==> src/rtl/riscv_types.sv <==
//------------------------------------------------------------------------------
// Module   : riscv_types (package)
// Brief    : Shared RISC-V type definitions used by the atomic path.
// Revision : 1.0 - initial release
//------------------------------------------------------------------------------
`default_nettype none

package riscv_types;

    typedef enum logic [3:0] {
        AMO_LR   = 4'd0,
        AMO_SC   = 4'd1,
        AMO_SWAP = 4'd2,
        AMO_ADD  = 4'd3,
        AMO_XOR  = 4'd4,
        AMO_AND  = 4'd5,
        AMO_OR   = 4'd6,
        AMO_MIN  = 4'd7,
        AMO_MAX  = 4'd8,
        AMO_MINU = 4'd9,
        AMO_MAXU = 4'd10
    } amo_t;

endpackage

`default_nettype wire

==> src/rtl/amo_agent_sequencer_if.sv <==
//------------------------------------------------------------------------------
// Module   : amo_agent_sequencer_if
// Brief    : Request, response, memory and AMO-unit signals of one agent
//            sequencer; master = sequencer side, slave = surroundings.
// Revision : 1.0 - initial release
//------------------------------------------------------------------------------
`default_nettype none

interface amo_agent_sequencer_if;
    import riscv_types::*;

    logic        req_valid;
    logic        req_ready;
    logic [1:0]  req_type;
    amo_t        req_op;
    logic [31:0] req_addr;
    logic [31:0] req_data;
    logic        rsp_valid;
    logic        rsp_ready;
    logic [31:0] rsp_data;
    logic        rsp_err;
    logic        mem_req_valid;
    logic        mem_req_ready;
    logic        mem_we;
    logic [31:0] mem_addr;
    logic [31:0] mem_wdata;
    logic        mem_rvalid;
    logic [31:0] mem_rdata;
    logic        set_reservation;
    logic        clear_reservation;
    logic [31:0] reservation;
    logic        reservation_valid;
    logic        rmw_valid;
    amo_t        op;
    logic [31:0] rs1;
    logic [31:0] rs2;
    logic [31:0] rd;

    modport master (
        input  req_valid, req_type, req_op, req_addr, req_data, rsp_ready,
               mem_req_ready, mem_rvalid, mem_rdata, reservation_valid, rd,
        output req_ready, rsp_valid, rsp_data, rsp_err, mem_req_valid, mem_we,
               mem_addr, mem_wdata, set_reservation, clear_reservation,
               reservation, rmw_valid, op, rs1, rs2
    );

    modport slave (
        output req_valid, req_type, req_op, req_addr, req_data, rsp_ready,
               mem_req_ready, mem_rvalid, mem_rdata, reservation_valid, rd,
        input  req_ready, rsp_valid, rsp_data, rsp_err, mem_req_valid, mem_we,
               mem_addr, mem_wdata, set_reservation, clear_reservation,
               reservation, rmw_valid, op, rs1, rs2
    );

endinterface

`default_nettype wire

==> src/rtl/amo_agent_sequencer.sv <==
//------------------------------------------------------------------------------
// Module   : amo_agent_sequencer
// Brief    : Per-agent LR/SC/AMO sequencer in front of the shared AMO unit.
//            Optional misalignment check: define AMO_ALIGN_CHECK_EN.
// Revision : 1.0 - initial release
//------------------------------------------------------------------------------
`default_nettype none

module amo_agent_sequencer
    import riscv_types::*;
#(
    parameter logic [31:0] SC_FAIL_VALUE              = 32'd1,
    parameter bit          WAIT_FOR_RVALID_EN_DEFAULT = 1'b0
) (
    input  wire logic              clk,
    input  wire logic              rst,
    amo_agent_sequencer_if.master  bus
);

    localparam logic [2:0] S_IDLE     = 3'd0;
    localparam logic [2:0] S_RD_REQ   = 3'd1;
    localparam logic [2:0] S_RD_WAIT  = 3'd2;
    localparam logic [2:0] S_ALU      = 3'd3;
    localparam logic [2:0] S_SC_CHECK = 3'd4;
    localparam logic [2:0] S_WR_REQ   = 3'd5;
    localparam logic [2:0] S_RESP     = 3'd6;

    logic [2:0]  state_q, state_d;
    logic        is_lr_q;
    logic        set_res_q;
    amo_t        op_q;
    logic [31:0] addr_q;
    logic [31:0] data_q;
    logic [31:0] rs1_q;
    logic [31:0] wdata_q;
    logic [31:0] rsp_data_q;
    logic        req_misaligned;
    logic        unused_cfg;

`ifdef AMO_ALIGN_CHECK_EN
    logic err_q;

    assign req_misaligned = (bus.req_addr[1:0] != 2'b00);
    assign bus.rsp_err    = err_q;

    always_ff @(posedge clk) begin
        if (rst) begin
            err_q <= 1'b0;
        end else if (state_q == S_IDLE && bus.req_valid) begin
            err_q <= req_misaligned;
        end
    end
`else
    assign req_misaligned = 1'b0;
    assign bus.rsp_err    = 1'b0;
`endif

    assign unused_cfg = ^{bus.req_addr[1:0], WAIT_FOR_RVALID_EN_DEFAULT};

    always_ff @(posedge clk) begin
        if (rst) begin
            state_q <= S_IDLE;
        end else begin
            state_q <= state_d;
        end
    end

    always_comb begin
        state_d = state_q;
        case (state_q)
            S_IDLE: begin
                if (bus.req_valid) begin
                    if (req_misaligned)             state_d = S_RESP;
                    else if (bus.req_type == 2'b01) state_d = S_SC_CHECK;
                    else                            state_d = S_RD_REQ;
                end
            end
            S_RD_REQ:   if (bus.mem_req_ready) state_d = S_RD_WAIT;
            S_RD_WAIT:  if (bus.mem_rvalid)    state_d = is_lr_q ? S_RESP : S_ALU;
            S_ALU:      state_d = S_WR_REQ;
            S_SC_CHECK: state_d = bus.reservation_valid ? S_WR_REQ : S_RESP;
            S_WR_REQ:   if (bus.mem_req_ready) state_d = S_RESP;
            S_RESP:     if (bus.rsp_ready)     state_d = S_IDLE;
            default:    state_d = S_IDLE;
        endcase
    end

    // Reservation is killed by any SC attempt, and by an AMO that hits it.
    always_comb begin
        bus.req_ready         = (state_q == S_IDLE);
        bus.mem_req_valid     = (state_q == S_RD_REQ) || (state_q == S_WR_REQ);
        bus.mem_we            = (state_q == S_WR_REQ);
        bus.rmw_valid         = (state_q == S_ALU);
        bus.rsp_valid         = (state_q == S_RESP);
        bus.set_reservation   = set_res_q;
        bus.clear_reservation = (state_q == S_SC_CHECK) ||
                                ((state_q == S_ALU) && bus.reservation_valid);
    end

    always_ff @(posedge clk) begin
        if (rst) begin
            is_lr_q    <= 1'b0;
            set_res_q  <= 1'b0;
            op_q       <= AMO_LR;
            addr_q     <= '0;
            data_q     <= '0;
            rs1_q      <= '0;
            wdata_q    <= '0;
            rsp_data_q <= '0;
        end else begin
            set_res_q <= 1'b0;
            case (state_q)
                S_IDLE: begin
                    if (bus.req_valid) begin
                        is_lr_q    <= (bus.req_type == 2'b00);
                        op_q       <= bus.req_op;
                        addr_q     <= {bus.req_addr[31:2], 2'b00};
                        data_q     <= bus.req_data;
                        rsp_data_q <= '0;
                    end
                end
                S_RD_WAIT: begin
                    if (bus.mem_rvalid) begin
                        rs1_q      <= bus.mem_rdata;
                        rsp_data_q <= bus.mem_rdata;
                        set_res_q  <= is_lr_q;
                    end
                end
                S_ALU: wdata_q <= bus.rd;
                S_SC_CHECK: begin
                    if (bus.reservation_valid) begin
                        wdata_q    <= data_q;
                        rsp_data_q <= '0;
                    end else begin
                        rsp_data_q <= SC_FAIL_VALUE;
                    end
                end
                default: ;
            endcase
        end
    end

    assign bus.mem_addr    = addr_q;
    assign bus.mem_wdata   = wdata_q;
    assign bus.reservation = addr_q;
    assign bus.op          = op_q;
    assign bus.rs1         = rs1_q;
    assign bus.rs2         = data_q;
    assign bus.rsp_data    = rsp_data_q;

endmodule

`default_nettype wire
==> src/flat_wrapper.sv <==
// flat-port wrapper written by rule: the top's interface ports become plain ports
module amo_agent_sequencer_flat import riscv_types::*;
#(
    parameter logic [31:0] SC_FAIL_VALUE              = 32'd1,
    parameter bit          WAIT_FOR_RVALID_EN_DEFAULT = 1'b0
)
  (clk, rst, bus_req_valid, bus_req_type, bus_req_op, bus_req_addr, bus_req_data, bus_rsp_ready, bus_mem_req_ready, bus_mem_rvalid, bus_mem_rdata, bus_reservation_valid, bus_rd, bus_req_ready, bus_rsp_valid, bus_rsp_data, bus_rsp_err, bus_mem_req_valid, bus_mem_we, bus_mem_addr, bus_mem_wdata, bus_set_reservation, bus_clear_reservation, bus_reservation, bus_rmw_valid, bus_op, bus_rs1, bus_rs2);
  amo_agent_sequencer_if bus_i ();
  input  wire logic clk;
  input  wire logic rst;
  input wire logic [$bits(bus_i.req_valid)-1:0] bus_req_valid;
  input wire logic [$bits(bus_i.req_type)-1:0] bus_req_type;
  input wire logic [$bits(bus_i.req_op)-1:0] bus_req_op;
  input wire logic [$bits(bus_i.req_addr)-1:0] bus_req_addr;
  input wire logic [$bits(bus_i.req_data)-1:0] bus_req_data;
  input wire logic [$bits(bus_i.rsp_ready)-1:0] bus_rsp_ready;
  input wire logic [$bits(bus_i.mem_req_ready)-1:0] bus_mem_req_ready;
  input wire logic [$bits(bus_i.mem_rvalid)-1:0] bus_mem_rvalid;
  input wire logic [$bits(bus_i.mem_rdata)-1:0] bus_mem_rdata;
  input wire logic [$bits(bus_i.reservation_valid)-1:0] bus_reservation_valid;
  input wire logic [$bits(bus_i.rd)-1:0] bus_rd;
  output wire logic [$bits(bus_i.req_ready)-1:0] bus_req_ready;
  output wire logic [$bits(bus_i.rsp_valid)-1:0] bus_rsp_valid;
  output wire logic [$bits(bus_i.rsp_data)-1:0] bus_rsp_data;
  output wire logic [$bits(bus_i.rsp_err)-1:0] bus_rsp_err;
  output wire logic [$bits(bus_i.mem_req_valid)-1:0] bus_mem_req_valid;
  output wire logic [$bits(bus_i.mem_we)-1:0] bus_mem_we;
  output wire logic [$bits(bus_i.mem_addr)-1:0] bus_mem_addr;
  output wire logic [$bits(bus_i.mem_wdata)-1:0] bus_mem_wdata;
  output wire logic [$bits(bus_i.set_reservation)-1:0] bus_set_reservation;
  output wire logic [$bits(bus_i.clear_reservation)-1:0] bus_clear_reservation;
  output wire logic [$bits(bus_i.reservation)-1:0] bus_reservation;
  output wire logic [$bits(bus_i.rmw_valid)-1:0] bus_rmw_valid;
  output wire logic [$bits(bus_i.op)-1:0] bus_op;
  output wire logic [$bits(bus_i.rs1)-1:0] bus_rs1;
  output wire logic [$bits(bus_i.rs2)-1:0] bus_rs2;
  assign bus_i.req_valid = bus_req_valid;
  assign bus_i.req_type = bus_req_type;
  assign bus_i.req_op = bus_req_op;
  assign bus_i.req_addr = bus_req_addr;
  assign bus_i.req_data = bus_req_data;
  assign bus_i.rsp_ready = bus_rsp_ready;
  assign bus_i.mem_req_ready = bus_mem_req_ready;
  assign bus_i.mem_rvalid = bus_mem_rvalid;
  assign bus_i.mem_rdata = bus_mem_rdata;
  assign bus_i.reservation_valid = bus_reservation_valid;
  assign bus_i.rd = bus_rd;
  assign bus_req_ready = bus_i.req_ready;
  assign bus_rsp_valid = bus_i.rsp_valid;
  assign bus_rsp_data = bus_i.rsp_data;
  assign bus_rsp_err = bus_i.rsp_err;
  assign bus_mem_req_valid = bus_i.mem_req_valid;
  assign bus_mem_we = bus_i.mem_we;
  assign bus_mem_addr = bus_i.mem_addr;
  assign bus_mem_wdata = bus_i.mem_wdata;
  assign bus_set_reservation = bus_i.set_reservation;
  assign bus_clear_reservation = bus_i.clear_reservation;
  assign bus_reservation = bus_i.reservation;
  assign bus_rmw_valid = bus_i.rmw_valid;
  assign bus_op = bus_i.op;
  assign bus_rs1 = bus_i.rs1;
  assign bus_rs2 = bus_i.rs2;
  amo_agent_sequencer #(.SC_FAIL_VALUE(SC_FAIL_VALUE), .WAIT_FOR_RVALID_EN_DEFAULT(WAIT_FOR_RVALID_EN_DEFAULT)) u_core (.clk(clk), .rst(rst), .bus(bus_i));
endmodule
==> config.mk <==
export PLATFORM = sky130hd
export DESIGN_NAME = amo_agent_sequencer_flat
export DESIGN_NICKNAME = d
export VERILOG_FILES = /design/src/rtl/riscv_types.sv /design/src/rtl/amo_agent_sequencer_if.sv /design/src/rtl/amo_agent_sequencer.sv /design/src/flat_wrapper.sv
export SDC_FILE = /design/constraint.sdc
export NUM_CORES = 1
export LEC_CHECK = 0
export CAP_MARGIN = 20
export CORE_ASPECT_RATIO = 1.75
export CORE_MARGIN = 8
export CORE_UTILIZATION = 42
export CTS_CLUSTER_DIAMETER = 40
export CTS_CLUSTER_SIZE = 40
export DETAILED_ROUTE_END_ITERATION = 10
export HOLD_SLACK_MARGIN = 0.1
export MAX_ROUTING_LAYER = met4
export PLACE_DENSITY = 0.84
export SYNTH_ARGS = -nofsm -noshare
export SYNTH_HDL_FRONTEND = slang
export SYNTH_SLANG_ARGS = --single-unit
==> constraint.sdc <==
create_clock -name clk -period 3.5 [get_ports clk]
set_clock_uncertainty 0.2 [all_clocks]
set_input_delay 0.7 -clock clk [delete_from_list [all_inputs] [get_ports clk]]
set_output_delay 0.7 -clock clk [all_outputs]
set_load 0.05 [all_outputs]
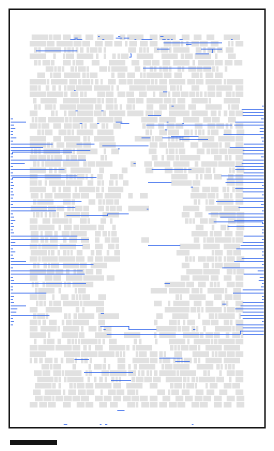
(images/layer_met3.png)
Bar = 20 um. Cells faint in the background.
nets with wire on the layer	174
wire length on this layer	1640 um
main direction	horizontal
share of all routed wire	7.2%
longest straight run	57.3 um
via count: 6176
Routed WL: 22820 um
met3 usage: 0.05940

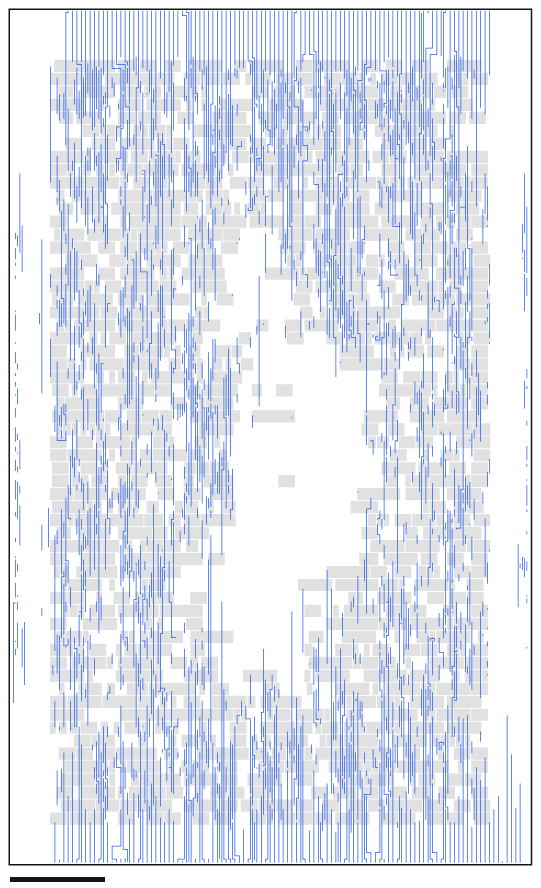
(images/layer_met2.png)
Bar = 20 um. Cells faint in the background.
nets with wire on the layer	1003
wire length on this layer	11700 um
main direction	vertical
share of all routed wire	51%

==> results.sh <==
# source this file to load flow results
export IMPL_status="completed"
export IMPL_largestClassByArea="non-clock buffers"
export IMPL_clk_pin_slew_ns=0.07
export IMPL_worst_slack_ns=0.3027
export IMPL_logic_family="simple AND/OR/NAND/NOR gates"
export IMPL_clockPowerShare=0.226
export IMPL_setup_worst_path_start="u_core.state_q[0]"
export IMPL_fin_util=0.6850
export IMPL_synth_cell_area_sq_um=6377
export IMPL_powerDensity_nw_per_um2=820.1
export IMPL_drive_above_1_share=0.04948
export IMPL_leakage_nw=3.575
export IMPL_synth_top_cell_area_share=0.5242
export IMPL_nets=1179
export IMPL_vias_per_cell=5.001
export IMPL_htree_levels=4
export IMPL_crit_chain="nor2b_1, and2_1, clkdlybuf4s50_1"
export IMPL_seq_area_frac=0.3289
export IMPL_dpl_hpwl_um=16840
export IMPL_hold_path_depth=2
export IMPL_gp_congestion=0.8524
export IMPL_n_tap_cell=183
export IMPL_drv_slew=0
export IMPL_ys_flops=167
export IMPL_setup_viol=0
export IMPL_fp_utilization=0.4298
export IMPL_reg2reg_from="u_core.state_q[2]"
export IMPL_synthAoiAreaFrac=0.1585
export IMPL_ctsHoldBuffers=0
export IMPL_max_freq_ghz=0.3128
export IMPL_wl_met3_um=1636
export IMPL_openroad_warnings=28
export IMPL_slowest_delay_ns=0.84
export IMPL_edf_count=0
export IMPL_drt_iter0_drc=258
export IMPL_cap_viol_max_count=0
export IMPL_grt_pass1_wl_um=33820
export IMPL_holdCritStartpoint="u_core.bus.rs1[30]"
export IMPL_finalHoldViolations=0
export IMPL_top_layer_used="met4"
export IMPL_p_switching_w=0.003749
export IMPL_io_buffer_count=337
export IMPL_intPower_w=0.004586
export IMPL_clockNetworkAreaShare=0.05859
export IMPL_clkbuf_count=19
export IMPL_crit_path_start_kind="flop"
export IMPL_synth_adder_area_share=0
export IMPL_min_period_ns=3.197
export IMPL_cts_sinks=167
export IMPL_rows=59
export IMPL_lay_top_count="clkdlybuf4s50_1"
export IMPL_end_kind="output pin"
export IMPL_yosys_stat_area_sq_um=6377
export IMPL_crit_family="buffers and inverters"
export IMPL_final_cell_mix="clkdlybuf4s50_1, nand2_1, dfxtp_1"
export IMPL_tightest_slew_ns=0.8394
export IMPL_r2r_end="u_core.bus.rsp_data[21]"
export IMPL_wl_met1_um=8598
export IMPL_pin_count=345
export IMPL_antenna_found_initial=1
export IMPL_cts_root_buffer="clkbuf_16"
export IMPL_grt_pass1_vias=6237
export IMPL_top_cells_by_count="nand2_1, dfxtp_1, a21oi_1, buf_4, nor2_1"
export IMPL_core_area_sq_um=14840
export IMPL_top_cell="nand2_1"
export IMPL_fin_crit_sh=0.9135
export IMPL_p_seq_w=0.00253
export IMPL_avgSynthCellArea_sq_um=8.380
export IMPL_ys_sh_mux=0.05180
export IMPL_die_y_um=179.0
export IMPL_antenna_cells=1
export IMPL_p_comb_frac=0.470
export IMPL_multi_input_comb_cells=502
export IMPL_cts_made_buffers=17
export IMPL_crit_end="bus_mem_we"
export IMPL_tns_ns=0
export IMPL_ant_nets=0
export IMPL_first_pass_iters=4
export IMPL_dp_cells=1202
export IMPL_place_area_sq_um=9567
export IMPL_grt_overflow_total=0
export IMPL_crit_fanout=10
export IMPL_ir_drop_v=0.0005823
export IMPL_slew_headroom=0.4404
export IMPL_cts_tree="done"
export IMPL_arrival_ns=2.30
export IMPL_ys_sh_xor=0
export IMPL_grt_setup_unrepaired="false"
export IMPL_min_path_type="reg2reg"
export IMPL_synthToLayoutAreaGrowth_pct=59.39
export IMPL_whs_ns=0.2537
export IMPL_cts_resized_gates=0
export IMPL_path_buffers=1
export IMPL_holdPathEnd="u_core.bus.rs1[30]"
export IMPL_power_group_top="combinational cells"
export IMPL_r2r_slack_ns=1.21
export IMPL_cts_buffer_depth=2
export IMPL_power_frac_seq=0.304
export IMPL_ys_cells=761
export IMPL_design_power_total_w=0.008336
export IMPL_insertion_delay_ns=0.41
export IMPL_track_usage=0.2321
export IMPL_inverters=2
export IMPL_die_area_sq_um=19540
export IMPL_ff_count=167
export IMPL_ff_type="dfxtp_1"
export IMPL_wire_per_inst_um=18.47
export IMPL_slowest_stage="clkdlybuf4s50_1"
export IMPL_synthTopCellsByArea="dfxtp_1, nand2_1, a21oi_1, mux2i_1, buf_4"
export IMPL_fin_cells=1235
export IMPL_cts_setup_buffers=0
export IMPL_yosys_area_top_type="dfxtp_1"
export IMPL_reg2reg_depth=5
export IMPL_p_sw_frac=0.4498
export IMPL_dr_wl_met2_um=11700
export IMPL_buf_share=0.3420
export IMPL_yosysWarnings=0
export IMPL_async_flop_share=0
export IMPL_pre_cts_slack_ns=0.6649
export IMPL_seqCellArea_sq_um=3343
export IMPL_pg_comb_w=0.00392
export IMPL_cp_required_ns=2.60
export IMPL_ys_types=34
export IMPL_sh_comb_area=0.2470
export IMPL_drc=0
export IMPL_grt_start_max_net_pins=76
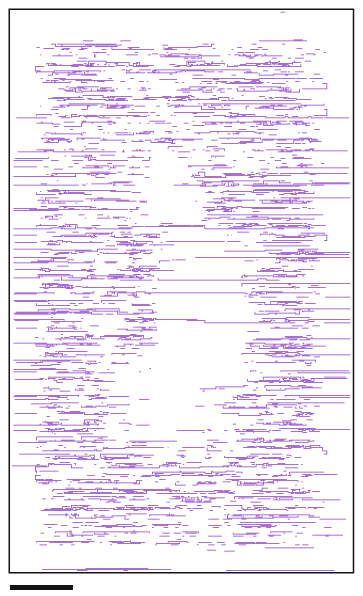
(images/layer_met1.png)
Bar = 20 um.
longest straight run	49.2 um
wire length on this layer	8600 um
nets with wire on the layer	1053

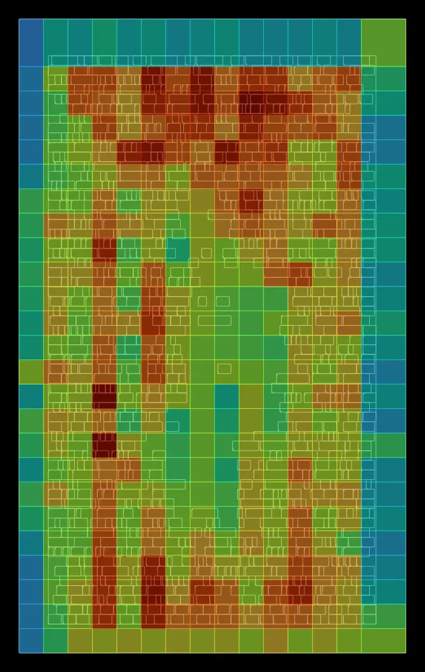
(images/congestion.png)
Top Usage Layer GRT: met2
grt met2 use: 0.3845
M1 GR Usage: 0.2453

